==> src/rtl/radix_digit_converter_pkg.sv <==
// Shared definitions for the radix digit converter: state encoding, divisors and nibble width.
package radix_digit_converter_pkg;

   typedef enum logic [1:0] {
      StIdle  = 2'd0,
      StDiv   = 2'd1,
      StStore = 2'd2
   } state_t;

   localparam logic [4:0]  RADIX_DEC_DIVISOR = 5'd10;
   localparam logic [4:0]  RADIX_HEX_DIVISOR = 5'd16;
   localparam int unsigned NIBBLE_W          = 4;

endpackage

==> src/rtl/radix_div_step.sv <==
// One restoring shift-subtract division step: shifts in_bit into the remainder and trial-subtracts.
module radix_div_step (
   input  logic [4:0] rem,
   input  logic       in_bit,
   input  logic [4:0] divisor,
   output logic       q_bit,
   output logic [4:0] rem_next
);

   logic [4:0] shifted;
   // The incoming remainder is always below the divisor, so its MSB never matters.
   logic       unused_rem_msb;

   always_comb begin
      unused_rem_msb = rem[4];
      shifted        = {rem[3:0], in_bit};
      q_bit          = (shifted >= divisor);
      rem_next       = q_bit ? (shifted - divisor) : shifted;
   end

endmodule

==> src/rtl/radix_digit_converter.sv <==
// Sequential binary-to-digit converter: repeated long division by 10 or 16, one quotient bit
// per cycle, with all display outputs published together on the final store.
module radix_digit_converter
   import radix_digit_converter_pkg::*;
#(
   parameter int unsigned WIDTH  = 16,
   parameter int unsigned DIGITS = 4
) (
   input  logic                         clk,
   input  logic                         reset,
   input  logic                         start,
   input  logic [WIDTH-1:0]             value,
   input  logic                         radix_dec,
   output logic                         busy,
   output logic                         done,
   output logic [NIBBLE_W*DIGITS-1:0]   digits,
   output logic [DIGITS-1:0]            blank,
   output logic                         overflow
);

   localparam int unsigned CntW = $clog2(WIDTH);
   localparam int unsigned IdxW = (DIGITS > 1) ? $clog2(DIGITS) : 1;
   localparam int unsigned DigW = NIBBLE_W * DIGITS;

   state_t              state_q, state_d;
   logic [WIDTH-1:0]    quot_q, quot_d;
   logic [4:0]          rem_q, rem_d;
   logic [4:0]          divisor_q, divisor_d;
   logic [CntW-1:0]     cnt_q, cnt_d;
   logic [IdxW-1:0]     idx_q, idx_d;
   logic                dec_q, dec_d;
   logic [DigW-1:0]     work_q, work_d;
   logic [DigW-1:0]     digits_q, digits_d;
   logic [DIGITS-1:0]   blank_q, blank_d;
   logic                ovf_q, ovf_d;
   logic                done_q, done_d;

   logic                step_q_bit;
   logic [4:0]          step_rem;

   // Blank every leading zero digit above the first non-zero one; digit 0 is always shown.
   function automatic logic [DIGITS-1:0] lead_zero_mask(input logic [DigW-1:0] d);
      logic              seen;
      logic [DIGITS-1:0] mask;
      seen = 1'b0;
      mask = '0;
      for (int i = DIGITS - 1; i > 0; i--) begin
         if (d[i*NIBBLE_W +: NIBBLE_W] != '0) seen = 1'b1;
         mask[i] = ~seen;
      end
      return mask;
   endfunction

   radix_div_step u_div_step (
      .rem      (rem_q),
      .in_bit   (quot_q[WIDTH-1]),
      .divisor  (divisor_q),
      .q_bit    (step_q_bit),
      .rem_next (step_rem)
   );

   always_ff @(posedge clk or posedge reset) begin
      if (reset) begin
         state_q <= StIdle;
      end else begin
         state_q <= state_d;
      end
   end

   always_comb begin
      state_d = state_q;
      unique case (state_q)
         StIdle:  if (start) state_d = StDiv;
         StDiv:   if (cnt_q == '0) state_d = StStore;
         StStore: state_d = (idx_q == IdxW'(DIGITS - 1)) ? StIdle : StDiv;
         default: state_d = StIdle;
      endcase
   end

   always_comb begin
      quot_d    = quot_q;
      rem_d     = rem_q;
      divisor_d = divisor_q;
      cnt_d     = cnt_q;
      idx_d     = idx_q;
      dec_d     = dec_q;
      work_d    = work_q;
      digits_d  = digits_q;
      blank_d   = blank_q;
      ovf_d     = ovf_q;
      done_d    = 1'b0;
      unique case (state_q)
         StIdle: begin
            if (start) begin
               quot_d    = value;
               divisor_d = radix_dec ? RADIX_DEC_DIVISOR : RADIX_HEX_DIVISOR;
               dec_d     = radix_dec;
               rem_d     = '0;
               cnt_d     = CntW'(WIDTH - 1);
               idx_d     = '0;
            end
         end
         StDiv: begin
            quot_d = {quot_q[WIDTH-2:0], step_q_bit};
            rem_d  = step_rem;
            cnt_d  = cnt_q - 1'b1;
         end
         StStore: begin
            work_d[int'(idx_q)*NIBBLE_W +: NIBBLE_W] = rem_q[NIBBLE_W-1:0];
            rem_d = '0;
            cnt_d = CntW'(WIDTH - 1);
            if (idx_q == IdxW'(DIGITS - 1)) begin
               digits_d = work_d;
               blank_d  = lead_zero_mask(work_d);
               ovf_d    = dec_q && (quot_q != '0);
               done_d   = 1'b1;
            end else begin
               idx_d = idx_q + 1'b1;
            end
         end
         default: ;
      endcase
   end

   always_ff @(posedge clk or posedge reset) begin
      if (reset) begin
         quot_q    <= '0;
         rem_q     <= '0;
         divisor_q <= '0;
         cnt_q     <= '0;
         idx_q     <= '0;
         dec_q     <= 1'b0;
         work_q    <= '0;
         digits_q  <= '0;
         blank_q   <= '0;
         ovf_q     <= 1'b0;
         done_q    <= 1'b0;
      end else begin
         quot_q    <= quot_d;
         rem_q     <= rem_d;
         divisor_q <= divisor_d;
         cnt_q     <= cnt_d;
         idx_q     <= idx_d;
         dec_q     <= dec_d;
         work_q    <= work_d;
         digits_q  <= digits_d;
         blank_q   <= blank_d;
         ovf_q     <= ovf_d;
         done_q    <= done_d;
      end
   end

   always_comb begin
      busy     = (state_q != StIdle);
      done     = done_q;
      digits   = digits_q;
      blank    = blank_q;
      overflow = ovf_q;
   end

endmodule

==> config.mk <==
export PLATFORM = sky130hd
export DESIGN_NAME = radix_digit_converter
export DESIGN_NICKNAME = d
export VERILOG_FILES = /design/src/rtl/radix_digit_converter_pkg.sv /design/src/rtl/radix_div_step.sv /design/src/rtl/radix_digit_converter.sv
export SDC_FILE = /design/constraint.sdc
export NUM_CORES = 1
export LEC_CHECK = 0
export ABC_CLOCK_PERIOD_IN_PS = 3100
export CORE_MARGIN = 1
export CORE_UTILIZATION = 55
export CTS_CLUSTER_SIZE = 16
export DETAILED_ROUTE_END_ITERATION = 16
export MAX_ROUTING_LAYER = met4
export PLACE_DENSITY_LB_ADDON = 0.1
export SLEW_MARGIN = 30
export SYNTH_ARGS = -nofsm -noshare
export SYNTH_HDL_FRONTEND = slang
export SYNTH_SLANG_ARGS = --single-unit
==> constraint.sdc <==
create_clock -name clk -period 3.1 [get_ports clk]
set_clock_uncertainty 0.2 [all_clocks]
set_input_delay 0.62 -clock clk [delete_from_list [all_inputs] [get_ports clk]]
set_output_delay 0.62 -clock clk [all_outputs]
set_load 0.1 [all_outputs]
### Port wiring

Bar = 20 µm.
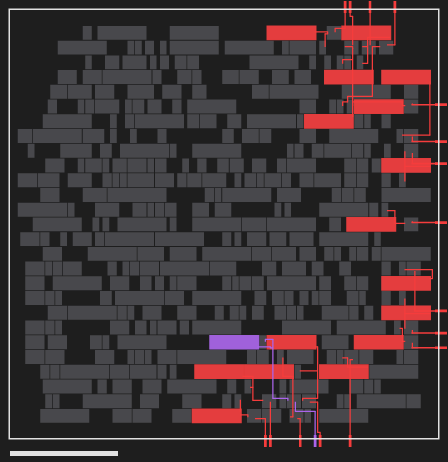
legend:
  `digits`:
    colour: red
    bits: 16
    direction: output
    edge: 7 right, 5 bottom, 4 top
    end_cells: 16
    wire: 266 µm
  `overflow`:
    colour: purple
    bits: 1
    direction: output
    edge: bottom
    end_cells: 1
    wire: 28.6 µm
Port Buf Inserts: 41
Top-Level Pins: 43

### Congestion heat map

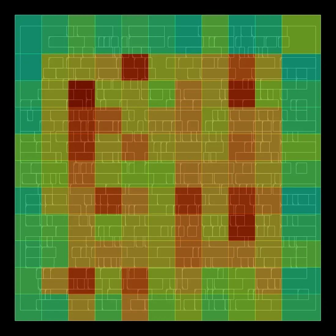
met1 Track Usage GR: 0.305
wire length per cell after detailed routing: 14.6 µm
GRT met3 Usage: 0.0437
Layout Utilization: 0.690

==> impl_results.html <==
<!-- implementation run metrics -->
<table>
<tr><th>Metric</th><th>Value</th></tr>
<tr><th colspan="2">Worst setup path</th></tr>
<tr><td>Origin of the critical flop-to-flop path</td><td>idx_q[0]</td></tr>
<tr><td>Capture instance of the worst register-to-register path</td><td>blank[1]</td></tr>
<tr><td>Launching instance or port of the critical path</td><td>idx_q[0]</td></tr>
<tr><td>Flop2flop setup slack</td><td>about 760 ps</td></tr>
<tr><td>Startpoint Class</td><td>flop</td></tr>
<tr><td>Worst Reg2Reg Path Length in Cells</td><td>6</td></tr>
<tr><td>End point of the critical path</td><td>blank[1]</td></tr>
<tr><td>Buf/Inv on CP</td><td>1</td></tr>
<tr><th colspan="2">Min path</th></tr>
<tr><td>Number of cells on the worst hold path</td><td>2</td></tr>
<tr><td>Hold Path Origin</td><td>work_q[11]</td></tr>
<tr><td>Worst hold path endpoint</td><td>work_q[11]</td></tr>
<tr><th colspan="2">Clocking</th></tr>
<tr><td>CTS root buf</td><td>sky130_fd_sc_hd__clkbuf_8</td></tr>
<tr><td>Post-CTS Setup Inserts</td><td>0</td></tr>
<tr><td>Clock Tree Buf Depth</td><td>2</td></tr>
<tr><td>Clock latency reported for the late side of the worst-skew pair</td><td>about 350 ps</td></tr>
<tr><td>CTS resizes</td><td>0</td></tr>
<tr><td>Post-CTS Hold Fix Bufs</td><td>0</td></tr>
<tr><td>Clock-pin slew reported for the worst setup and hold paths after clock tree synthesis</td><td>roughly 70 ps</td></tr>
<tr><td>Number of H-tree branching levels</td><td>3</td></tr>
<tr><td>Number of buffers created by CTS</td><td>9</td></tr>
<tr><th colspan="2">Final timing</th></tr>
<tr><td>WHS</td><td>276 ps</td></tr>
<tr><td>Max Clock Freq</td><td>428 MHz</td></tr>
<tr><td>Worst setup slack after layout</td><td>764 ps</td></tr>
<tr><td>Number of hold violations in the final report</td><td>0</td></tr>
<tr><td>Final worst path period need</td><td>2340 ps</td></tr>
<tr><td>Tcrit/Tclk final</td><td>0.753</td></tr>
<tr><td>Rel. slew slack</td><td>0.483</td></tr>
<tr><td>Transition at the pin with the smallest max-transition slack</td><td>about 780 ps</td></tr>
<tr><td>Aggregate negative setup slack</td><td>0 ps</td></tr>
<tr><td>Number of max-slew violations in the final report</td><td>0</td></tr>
<tr><th colspan="2">Finish</th></tr>
<tr><td>Count of plain and timing-repair buffers in the layout</td><td>roughly 44</td></tr>
<tr><td>Final Instance Count excl. Fillers</td><td>approximately 440</td></tr>
<tr><td>Nets</td><td>a little under 400</td></tr>
<tr><td>Multi-input gate share of total cell area</td><td>0.374</td></tr>
<tr><td>Ant diodes</td><td>0</td></tr>
<tr><td>Most instantiated logic cell after routing</td><td>sky130_fd_sc_hd__dfrtp_1</td></tr>
<tr><td>Inverter count of the layout excluding clock inverters</td><td>16</td></tr>
<tr><td>Count of sequential standard cells</td><td>between 60 and 70</td></tr>
<tr><td>Design Area, Final</td><td>about 0.0039 mm²</td></tr>
<tr><th colspan="2">Logic synthesis</th></tr>
<tr><td>Yosys Chip Area</td><td>roughly 0.0033 mm²</td></tr>
<tr><td>Post-Synthesis Mean Instance Area</td><td>approximately 10 µm²</td></tr>
<tr><td>Total cells reported by yosys after synthesis</td><td>approximately 330</td></tr>
<tr><td>Fraction of registers with async set/reset</td><td>1.00</td></tr>
<tr><td>Number of synthesized register bits</td><td>67</td></tr>
<tr><td>Fa+ha+maj area frac</td><td>0.0422</td></tr>
<tr><td>Yosys top cell by instances</td><td>sky130_fd_sc_hd__dfrtp_1</td></tr>
<tr><td>Count of yosys warnings during synthesis</td><td>0</td></tr>
<tr><td>Number of distinct library cells after synthesis</td><td>roughly 47</td></tr>
<tr><td>Dominant cell type by area after synthesis</td><td>sky130_fd_sc_hd__dfrtp_1</td></tr>
<tr><td>Count of library flops with an enable pin</td><td>0</td></tr>
<tr><td>Dominant cell area share</td><td>0.514</td></tr>
<tr><td>Xor and xnor fraction of the mapped netlist area</td><td>0.00268</td></tr>
<tr><td>Gate Count Post-Synth</td><td>roughly 330</td></tr>
<tr><td>Synth area leaders</td><td>sky130_fd_sc_hd__dfrtp_1 (51%), sky130_fd_sc_hd__o21ai_0 (7.5%), sky130_fd_sc_hd__nand2_1 (6.0%)</td></tr>
<tr><th colspan="2">Pwr</th></tr>
<tr><td>Internal Dissipation</td><td>0.00206 W</td></tr>
<tr><td>Switching power total</td><td>0.00117 W</td></tr>
<tr><td>Combinational-cell power consumption</td><td>about 0.0011 W</td></tr>
<tr><td>Leakage power</td><td>1.87 nW</td></tr>
<tr><td>Power density of the placed cells</td><td>834 mW/mm²</td></tr>
<tr><td>Largest Pwr Group</td><td>sequential cells</td></tr>
<tr><td>Post-layout power</td><td>between 0.003 and 0.004 W</td></tr>
<tr><td>Clk pwr</td><td>roughly 0.00076 W</td></tr>
<tr><td>Power attributed to sequential cells</td><td>about 0.0013 W</td></tr>
<tr><th colspan="2">Floorplanning</th></tr>
<tr><td>Std-Cell Rows</td><td>27</td></tr>
<tr><td>Core outline area</td><td>roughly 0.0056 mm²</td></tr>
<tr><td>Total die size</td><td>between 0.006 and 0.007 mm²</td></tr>
<tr><td>Chip Height</td><td>a little under 80 µm</td></tr>
<tr><td>Core utilization at floorplan</td><td>0.582</td></tr>
<tr><th colspan="2">Drt</th></tr>
<tr><td>Vias</td><td>between 2,000 and 2,500</td></tr>
<tr><td>Top routing layer in use</td><td>met4</td></tr>
<tr><td>Avg Vias per Cell</td><td>5.57</td></tr>
<tr><td>Met2 wire len</td><td>between 3000 and 4000 µm</td></tr>
<tr><td>Routed metal-1 wire length</td><td>3020 µm</td></tr>
<tr><td>DRT Pass-1 Iters</td><td>4</td></tr>
<tr><td>Iteration-0 DRC Markers</td><td>between 100 and 150</td></tr>
<tr><th colspan="2">Global routing</th></tr>
<tr><td>Total gr overflow</td><td>0</td></tr>
<tr><td>Total track usage</td><td>0.243</td></tr>
<tr><td>Met2 layer usage reported by global route</td><td>0.375</td></tr>
<tr><td>First-pass GRT wire length</td><td>roughly 11,000 µm</td></tr>
<tr><th colspan="2">Place</th></tr>
<tr><td>Post-placement worst setup slack</td><td>approximately 770 ps</td></tr>
<tr><td>RD Place Congestion</td><td>between 0.8 and 0.9</td></tr>
<tr><th colspan="2">Job</th></tr>
<tr><td>Tally of OpenROAD warnings</td><td>31</td></tr>
<tr><td>Count of maximum capacitance violations</td><td>0</td></tr>
<tr><th colspan="2">Status</th></tr>
<tr><td>Status</td><td>complete, no violations</td></tr>
</table>
### A small window of the routed layout

Bar = 10 µm. Window x 7 to 32, y 7 to 32 µm. Cells in grey, sequential cells in the stronger grey; small squares are vias.
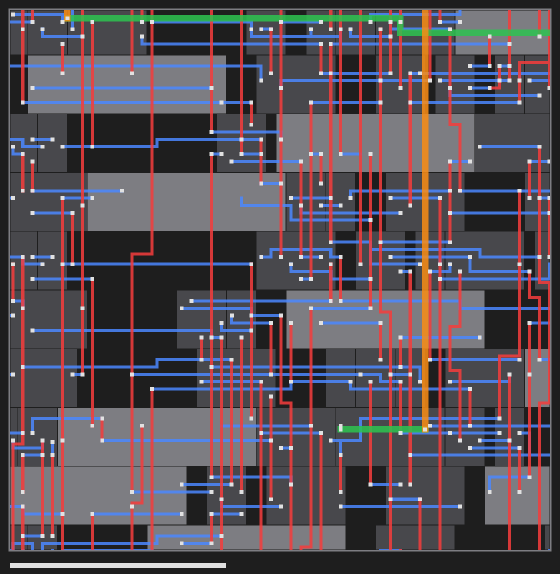
legend:
  metal 1:
    colour: blue
  metal 3:
    colour: green
  metal 2:
    colour: red
  metal 4:
    colour: orange
most frequent: mux2i_1 (11), o21ai_0 (11), nand2_1 (10)
netlist names of flops here include: `quot_q` (6)
sequential cells in the window: 6
cells with their middle in the window: 48

### Sequential cells grouped by signal name

Bar = 20 µm. Other sequential cells in the stronger grey, the rest of the logic in the fainter grey.
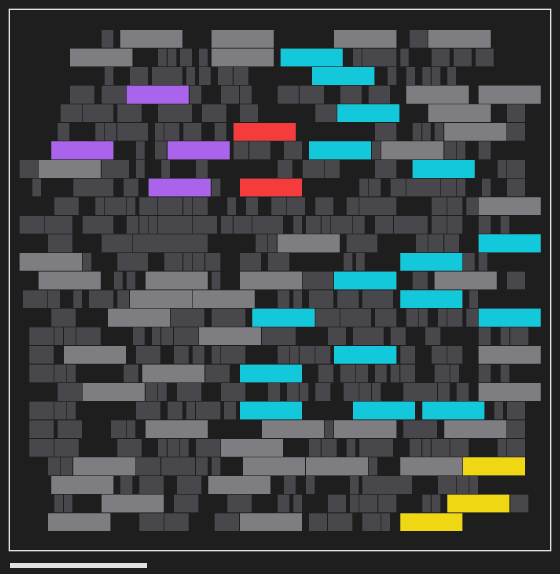
legend:
  `rem_q`:
    colour: purple
    placed_flops: 4
  `state_q`:
    colour: red
    placed_flops: 2
  `work_q`:
    colour: cyan
    placed_flops: 16
  `blank`:
    colour: yellow
    placed_flops: 3
not coloured: 42
sequential portion of the cell area: 0.433
area taken by flip-flops and latches: 0.00168 mm²

Power is estimated from default activity; no workload was simulated.
